Routing congestion map:
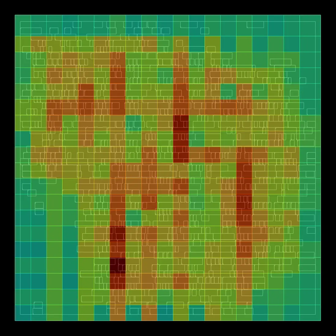
Register map, names as in the netlist:
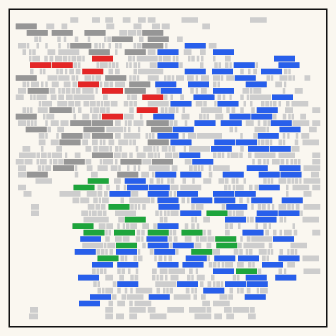
Cells colored by class:
The bar under the picture is 50 um long.
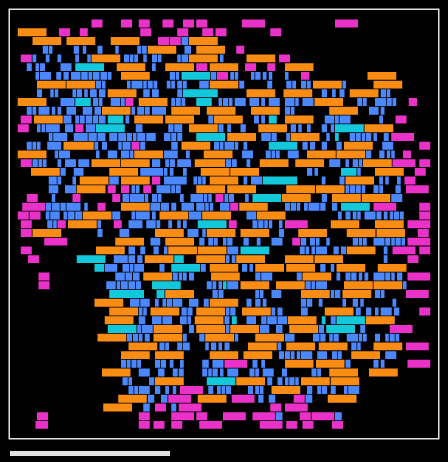
Clock network drawn from the DEF:
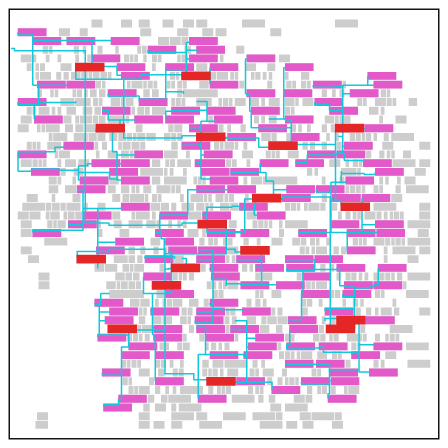
Supply network:
Pins as bars on the die edge. Tap cells in gray.
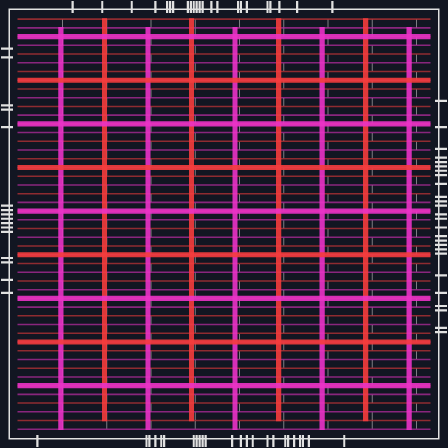
Design correlator_readout, sky130hd; sources not shown.
==> impl_metrics.csv <==
group,metric,value,unit
outcome,status,"finished clean",
cells_and_area,fin_cells,1108,
routing,wire_per_inst,15.4,um
cells_and_area,diodes,0,
routing,wirelength,17000,um
synth,syn_avg_cell_area,9.42,um^2
critical_path,critical_path.cell_chain,"fa_1 > ha_1 > inv_1 > fa_1 > inv_1 > ha_1 > o21ai_0 > a21o_1 > o211ai_1 > nor2_1 > buf_4 > mux2i_1",
cells_and_area,layout_top_cell,"nand2_1",
synth,ys_sh_simple,17.6,%
timing,relSlewSlack,26.2,%
synth,edf_count,0,
synth,yosysTopAreaCell,"dfrtp_1",
global_routing,grt_pass1_wl,28100,um
global_routing,grt_max_degree,75,
pwr,powerDensity,846,mW/mm^2
timing,slew_viol_final,0,
clock_network,cts_buffers,17,
clock_network,clockBufferDepth,2,
global_routing,use_met2,31.8,%
critical_path,critPathLaunchType,"flop",
clock_network,cts_max_level,4,
About 'routing congestion map':
Top Usage Layer GRT: met2
met3 Use GR: 5.02%
final core occ: 57.4%

About 'register map, names as in the netlist':
[idx_q] red | flops: 9
[frame_cnt_q] green | flops: 16
[u_fifo.mem_q] blue | flops: 99
not colored: 35
Seq/total area: 42.2%
Reg area: 0.00398 mm^2
Seq group: 2.56 mW

About 'cells colored by class':
[registers] orange | cells: 159
[remaining logic cells] blue | cells: 590
[clock drivers and dummy loads] cyan | cells: 32
[remaining buffers and delay cells] magenta | cells: 107
Core Area: 0.0165 mm^2
Final Cell Area: 0.00945 mm^2
# rows: 47

About 'clock network drawn from the DEF':
[clock wires] cyan | length: 1,860 um
[clock-net drivers] red | count: 17
[flip-flops] magenta | count: 159
routed clock nets: 18
Clk network pwr share: 23.5%
clk latency late pin: 0.44 ns
clk pwr: 1.87 mW

About 'supply network':
[VSS] magenta
[VDD] red
met4 straps: 9
signal pins: 89
met5 straps: 9
DIE WIDTH: 133 um
chip height: 133 um
maximum vdd drop: 0.493 mV

[area by class of cell]
class / count / area share [%]
flip-flops and latches: 159 / 42.2
multi-input cells: 569 / 33.7
repair buffers: 107 / 13.8
clock buffers: 24 / 5.21
well taps: 220 / 2.91
clock inverters: 8 / 1.35
inverters: 21 / 0.835
[worst reg2reg max path, delay by kind of cell (launching register included)]
kind,cells,cell delay (ns)
fa+ha+maj,4,1.41
mux,1,0.17
compound gates,3,0.57
flops,1,0.41
simple gates,1,0.30
buf+inv,3,0.30
[power by group through the flow]
stage	Sequential [mW]	Clock (mW)	Combinational, mW
finish	2.56	1.87	3.55
global route	2.63	1.98	3.85
CTS	2.56	1.90	3.58
detailed placement	2.59	0	3.56
global placement	2.58	0	3.50
floorplan	2.62	0	2.23
No activity file was given, so power comes from the tool's default toggle rates.
